[config.mk]
export PLATFORM = sky130hd
export DESIGN_NAME = user_obi_rr_arbiter
export DESIGN_NICKNAME = d
export VERILOG_FILES = /design/src/rtl/user_obi_rr_arbiter.sv
export SDC_FILE = /design/constraint.sdc
export NUM_CORES = 1
export LEC_CHECK = 0
export CELL_PAD_IN_SITES_DETAIL_PLACEMENT = 1
export CELL_PAD_IN_SITES_GLOBAL_PLACEMENT = 1
export CORE_MARGIN = 2
export CORE_UTILIZATION = 13
export DETAILED_ROUTE_END_ITERATION = 6
export GPL_ROUTABILITY_DRIVEN = 0
export PLACE_DENSITY_LB_ADDON = 0.12
export REMOVE_ABC_BUFFERS = 1
export SYNTH_ARGS = -nofsm -noshare
export SYNTH_HDL_FRONTEND = slang
export SYNTH_SLANG_ARGS = --single-unit
[constraint.sdc]
create_clock -name clk_i -period 2.5 [get_ports clk_i]
set_clock_uncertainty 0.2 [all_clocks]
set_input_delay 0.375 -clock clk_i [delete_from_list [all_inputs] [get_ports clk_i]]
set_output_delay 0.375 -clock clk_i [all_outputs]
set_load 0.01 [all_outputs]
[src/rtl/user_obi_rr_arbiter.sv]
// N-to-1 OBI arbiter: round-robin grant with a sticky selection while a request stalls,
// plus an in-order ID FIFO that routes each subordinate response back to its manager.
module user_obi_rr_arbiter #(
    parameter int unsigned NumMgr    = 2,
    parameter int unsigned MaxTrans  = 2,
    parameter int unsigned AddrWidth = 32,
    parameter int unsigned DataWidth = 32
) (
    input  logic                                  clk_i,
    input  logic                                  rst_ni,
    input  logic [NumMgr-1:0]                     mgr_req_i,
    output logic [NumMgr-1:0]                     mgr_gnt_o,
    input  logic [NumMgr-1:0][AddrWidth-1:0]      mgr_addr_i,
    input  logic [NumMgr-1:0]                     mgr_we_i,
    input  logic [NumMgr-1:0][DataWidth/8-1:0]    mgr_be_i,
    input  logic [NumMgr-1:0][DataWidth-1:0]      mgr_wdata_i,
    output logic [NumMgr-1:0]                     mgr_rvalid_o,
    output logic [DataWidth-1:0]                  mgr_rdata_o,
    output logic                                  mgr_err_o,
    output logic                                  sbr_req_o,
    input  logic                                  sbr_gnt_i,
    output logic [AddrWidth-1:0]                  sbr_addr_o,
    output logic                                  sbr_we_o,
    output logic [DataWidth/8-1:0]                sbr_be_o,
    output logic [DataWidth-1:0]                  sbr_wdata_o,
    input  logic                                  sbr_rvalid_i,
    input  logic [DataWidth-1:0]                  sbr_rdata_i,
    input  logic                                  sbr_err_i
);

    localparam int unsigned IdWidth  = (NumMgr > 1) ? $clog2(NumMgr) : 1;
    localparam int unsigned PtrWidth = (MaxTrans > 1) ? $clog2(MaxTrans) : 1;
    localparam int unsigned CntWidth = $clog2(MaxTrans + 1);

    typedef enum logic {
        IDLE,
        LOCKED
    } state_e;

    state_e               state_q, state_d;
    logic [IdWidth-1:0]   sel_q, sel_d;
    logic [IdWidth-1:0]   rr_ptr_q, rr_ptr_d;
    logic [IdWidth-1:0]   arb_sel;
    logic [IdWidth-1:0]   sel_c;
    logic [IdWidth-1:0]   id_mem [MaxTrans];
    logic [IdWidth-1:0]   head_id;
    logic [PtrWidth-1:0]  wr_ptr_q, rd_ptr_q;
    logic [CntWidth-1:0]  count_q;
    logic                 fifo_full, fifo_empty;
    logic                 req_sel, accept, push, pop;

    // First requester at or after rr_ptr, wrapping around the manager set
    always_comb begin
        logic                found;
        logic [IdWidth-1:0]  idx;
        arb_sel = rr_ptr_q;
        found   = 1'b0;
        for (int unsigned i = 0; i < NumMgr; i++) begin
            idx = IdWidth'((32'(rr_ptr_q) + i) % NumMgr);
            if (!found && mgr_req_i[idx]) begin
                arb_sel = idx;
                found   = 1'b1;
            end
        end
    end

    assign sel_c      = (state_q == LOCKED) ? sel_q : arb_sel;
    assign fifo_full  = (count_q == CntWidth'(MaxTrans));
    assign fifo_empty = (count_q == '0);
    assign req_sel    = rst_ni && mgr_req_i[sel_c];
    assign accept     = sbr_req_o && sbr_gnt_i;
    assign push       = accept;
    assign pop        = sbr_rvalid_i && !fifo_empty;
    assign head_id    = id_mem[rd_ptr_q];

    // Request forwarding, grant and response routing
    always_comb begin
        sbr_req_o    = req_sel && !fifo_full;
        sbr_addr_o   = '0;
        sbr_we_o     = 1'b0;
        sbr_be_o     = '0;
        sbr_wdata_o  = '0;
        mgr_gnt_o    = '0;
        mgr_rvalid_o = '0;
        mgr_rdata_o  = '0;
        mgr_err_o    = 1'b0;
        if (req_sel) begin
            sbr_addr_o  = mgr_addr_i[sel_c];
            sbr_we_o    = mgr_we_i[sel_c];
            sbr_be_o    = mgr_be_i[sel_c];
            sbr_wdata_o = mgr_wdata_i[sel_c];
        end
        if (accept) begin
            mgr_gnt_o[sel_c] = 1'b1;
        end
        if (pop) begin
            mgr_rvalid_o[head_id] = 1'b1;
            mgr_rdata_o           = sbr_rdata_i;
            mgr_err_o             = sbr_err_i;
        end
    end

    // Lock the selection while a forwarded request waits for its handshake
    always_comb begin
        state_d  = state_q;
        sel_d    = sel_q;
        rr_ptr_d = rr_ptr_q;
        unique case (state_q)
            IDLE: begin
                if (req_sel && !accept) begin
                    state_d = LOCKED;
                    sel_d   = sel_c;
                end
            end
            LOCKED: begin
                if (accept) begin
                    state_d = IDLE;
                end
            end
            default: state_d = IDLE;
        endcase
        if (accept) begin
            rr_ptr_d = (sel_c == IdWidth'(NumMgr - 1)) ? '0 : sel_c + IdWidth'(1);
        end
    end

    always_ff @(posedge clk_i or negedge rst_ni) begin
        if (!rst_ni) begin
            state_q  <= IDLE;
            sel_q    <= '0;
            rr_ptr_q <= '0;
        end else begin
            state_q  <= state_d;
            sel_q    <= sel_d;
            rr_ptr_q <= rr_ptr_d;
        end
    end

    // In-order ID FIFO; fullness uses the registered count so a pop frees a slot next cycle
    always_ff @(posedge clk_i or negedge rst_ni) begin
        if (!rst_ni) begin
            wr_ptr_q <= '0;
            rd_ptr_q <= '0;
            count_q  <= '0;
        end else begin
            if (push) begin
                wr_ptr_q <= (wr_ptr_q == PtrWidth'(MaxTrans - 1)) ? '0 : wr_ptr_q + PtrWidth'(1);
            end
            if (pop) begin
                rd_ptr_q <= (rd_ptr_q == PtrWidth'(MaxTrans - 1)) ? '0 : rd_ptr_q + PtrWidth'(1);
            end
            unique case ({push, pop})
                2'b10:   count_q <= count_q + CntWidth'(1);
                2'b01:   count_q <= count_q - CntWidth'(1);
                default: count_q <= count_q;
            endcase
        end
    end

    always_ff @(posedge clk_i) begin
        if (push) begin
            id_mem[wr_ptr_q] <= sel_c;
        end
    end

    a_gnt_onehot0: assert property (@(posedge clk_i) disable iff (!rst_ni)
        $onehot0(mgr_gnt_o));

    a_rvalid_onehot0: assert property (@(posedge clk_i) disable iff (!rst_ni)
        $onehot0(mgr_rvalid_o));

    a_rvalid_without_outstanding: assert property (@(posedge clk_i) disable iff (!rst_ni)
        sbr_rvalid_i |-> !fifo_empty);

    a_req_stable: assert property (@(posedge clk_i) disable iff (!rst_ni)
        (sbr_req_o && !sbr_gnt_i) |=> (sbr_req_o && $stable(sbr_addr_o) && $stable(sbr_we_o)
                                       && $stable(sbr_be_o) && $stable(sbr_wdata_o)));

endmodule

### Pin placement

Pins as bars across the die edge, other pins in gray.
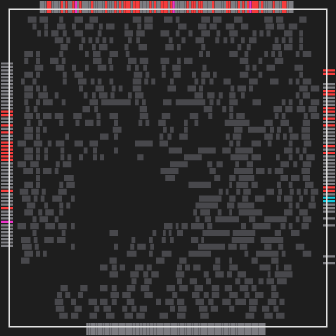
[magenta] sbr_be_o | pins: 4 | direction: output | edge: 3 top, 1 left
[red] mgr_wdata_i | pins: 64 | direction: input | edge: 40 top, 12 right, 12 left
[cyan] mgr_req_i | pins: 2 | direction: input | edge: right
all pins by edge: 109 top, 77 bottom, 54 left, 44 right

==> flow_metrics.py <==
# Metrics from the implementation run
metrics = {
    "sta": {
        "tightest_slew_ns": 0.292,
        "finalMaxSlewViolations": 0,
        "hold_viol": 0,
        "fmax_mhz": 409,
        "finalClockPeriodUsage_pct": 97.9,
    },
    "synth": {
        "top_cells_by_area": "a21oi_1, nand3_1, o21ai_0",
        "syn_area_um2": 1900,
        "synth.top_cell.area_share_pct": 18.7,
        "yosysTopAreaCell": "a21oi_1",
        "netlist_top_cells_count": "a21oi_1, nand3_1, o21ai_0",
        "synth_async_sr_flop_share_pct": 77.8,
        "ys_warn_count": 0,
        "yosysMostFrequentCell": "a21oi_1",
        "yosys_area_um2": 1900,
        "ys_cells": 327,
    },
    "route": {
        "firstDrtPassIters": 4,
        "wl_per_cell_um": 17.5,
        "antenna_left": 0,
        "wl_um": 13900,
        "dr_total_vias": 3595,
        "viasPerCell": 4.53,
        "drc_errors": 0,
    },
    "cts": {
        "clockBufferDepth": 2,
        "root_buffer": "clkbuf_16",
        "holdBufCountCts": 0,
        "cts_tree": "yes",
        "path_clk_slew_ns": 0.04,
        "cts_sinks": 9,
        "cts_made_buffers": 3,
        "clock_latency_ns": 0.24,
    },
    "cells_and_area": {
        "num_antenna_cells": 0,
        "finalNonFillerCells": 794,
    },
    "place": {
        "hpwl_um": 10500,
        "placed_cells": 782,
    },
    "critical_path": {
        "r2r-end": "count_q[1]",
        "startpoint": "state_q",
        "crit_end": "sbr_wdata_o[5]",
        "critPathKind": "flop to output port",
        "cp-end-kind": "output port",
    },
    "run": {
        "tool_warnings": 27,
    },
    "global_routing": {
        "grtUsageTotal_pct": 16.9,
        "grt_antenna_before_repair": 0,
        "grt_pass1_vias": 3809,
    },
    "power_and_ir_drop": {
        "vdd_ir_drop_max_mv": 0.328,
        "p_comb_share_pct": 82.7,
        "leakage_nw": 2.27,
        "p_sw_share_pct": 45.9,
    },
    "die": {
        "core_um2": 14400,
        "die_y_um": 125,
        "fp.dieW_um": 125,
        "fp-utilization_pct": 13.2,
        "die_area_um2": 15600,
    },
    "outcome": {
        "status": "finished clean",
    },
}
### Metal 1

Supply wires on this layer in gray.
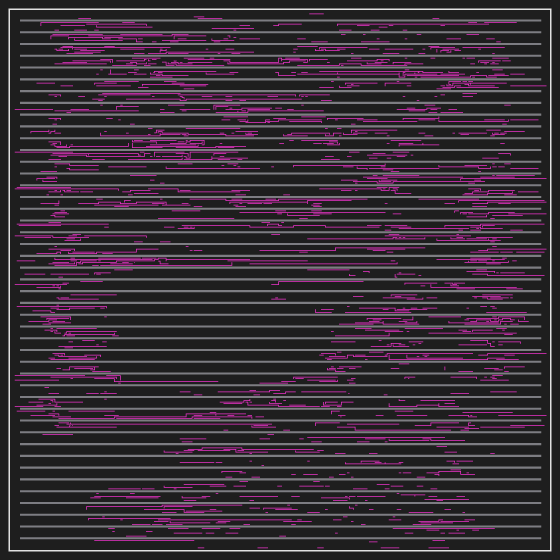
longest straight run: 47.4 um
main direction: horizontal
wire length on this layer: 5530 um

[logic make-up (layout without fill, tap and decap cells)]
group	Yosys count	after routing	share of synthesized area (%)
AOI/OAI and AO/OA	151	151	41.3
and+or+nand+nor	119	119	33.6
buffers and inverters	41	324	9.16
DFF	9	9	12.4
xor gates and xnor gates	5	5	2.31
adders and majority gates	1	1	0.659
muxes	1	1	0.527
[state kept, by name, summed over array words and instances, names as in the netlist]
register  count
state_q       1
rr_ptr_q      1
count_q       2
sel_q         1
id_mem        2
rd_ptr_q      1
wr_ptr_q      1
[cells in the final DEF (no fill, tap or decap), drive strengths merged, types with 4 or more instances in the layout]
| cell type | count |
|---|---|
| clkdlybuf4s50 | 180 |
| o21ai | 75 |
| a21oi | 71 |
| nand3 | 69 |
| dlygate4sd2 | 51 |
| and2 | 36 |
| buf | 35 |
| clkdlybuf4s15 | 26 |
| clkbuf | 25 |
| dfrtp | 7 |
| nor2 | 5 |
| xnor2 | 4 |
| nand2 | 4 |
[per-layer routing]
metal	up-vias	track usage, %	share of wire (%)
li1	1740	-	-
met1	1703	19.9	40
met2	134	31.7	52
met3	18	3.22	5.6
met4	0	3.79	2.4
met5	-	0	0
[timing repair]
action | in CTS | in global routing
setup buffers | 3 | 2
pin swaps | 2 | 1
gates cloned | 3 | 0
endpoints found under the setup margin | 89 | 74
gates resized | 166 | 50
[area by class of cell]
class,instances,area (um^2)
sequential,9,236
tap,184,230
timing repair buffer,317,3140
clock buffer,3,75.1
clock inverter,1,5.00
fill,1783,9170
inverter,3,11.3
multi-input combinational,277,1560
[metrics by stage]
stage               utilization, %  setup WS (ns)  instance area [um^2]  setup TNS [ns]
global route                  36.5        -0.0148                  5260          -0.113
CTS                           36.9        -0.0272                  5320         -0.0799
floorplan                        -         -0.813                  1740          -36.99
detailed placement            35.6         -0.516                  5130          -32.37
global placement              35.6         -0.477                  5130          -30.71
finish                        36.5         0.0521                  5260               0
[power by group through the flow]
stage	clock network, W	logic (W)	registers [W]
floorplan	0	0.00117	0.000259
global placement	0	0.00275	0.000273
detailed placement	0	0.00278	0.000275
CTS	0.000290	0.00276	0.000276
global route	0.000299	0.00295	0.000288
finish	0.000285	0.00271	0.000279
[how the worst min path moves through the flow]
stage | from | to | depth (start not counted) | slack (ns)
after floorplan | rst_ni | count_q[0] | 0 | -0.12
after detailed placement | count_q[1] | count_q[1] | 1 | 0.28
final | rd_ptr_q | rd_ptr_q | 1 | 0.29
after CTS | count_q[1] | count_q[1] | 1 | 0.29
after global routing | wr_ptr_q | wr_ptr_q | 1 | 0.31
after global placement | count_q[1] | count_q[1] | 1 | 0.28
[critical path, stage by stage (launching register included)]
cell	delay [ns]
dfrtp_2	0.43
buf_4	0.15
a21boi_4	0.14
o221ai_4	0.15
buf_4	0.17
buf_12	0.14
a21oi_1	0.15
dlygate4sd2_1	0.30
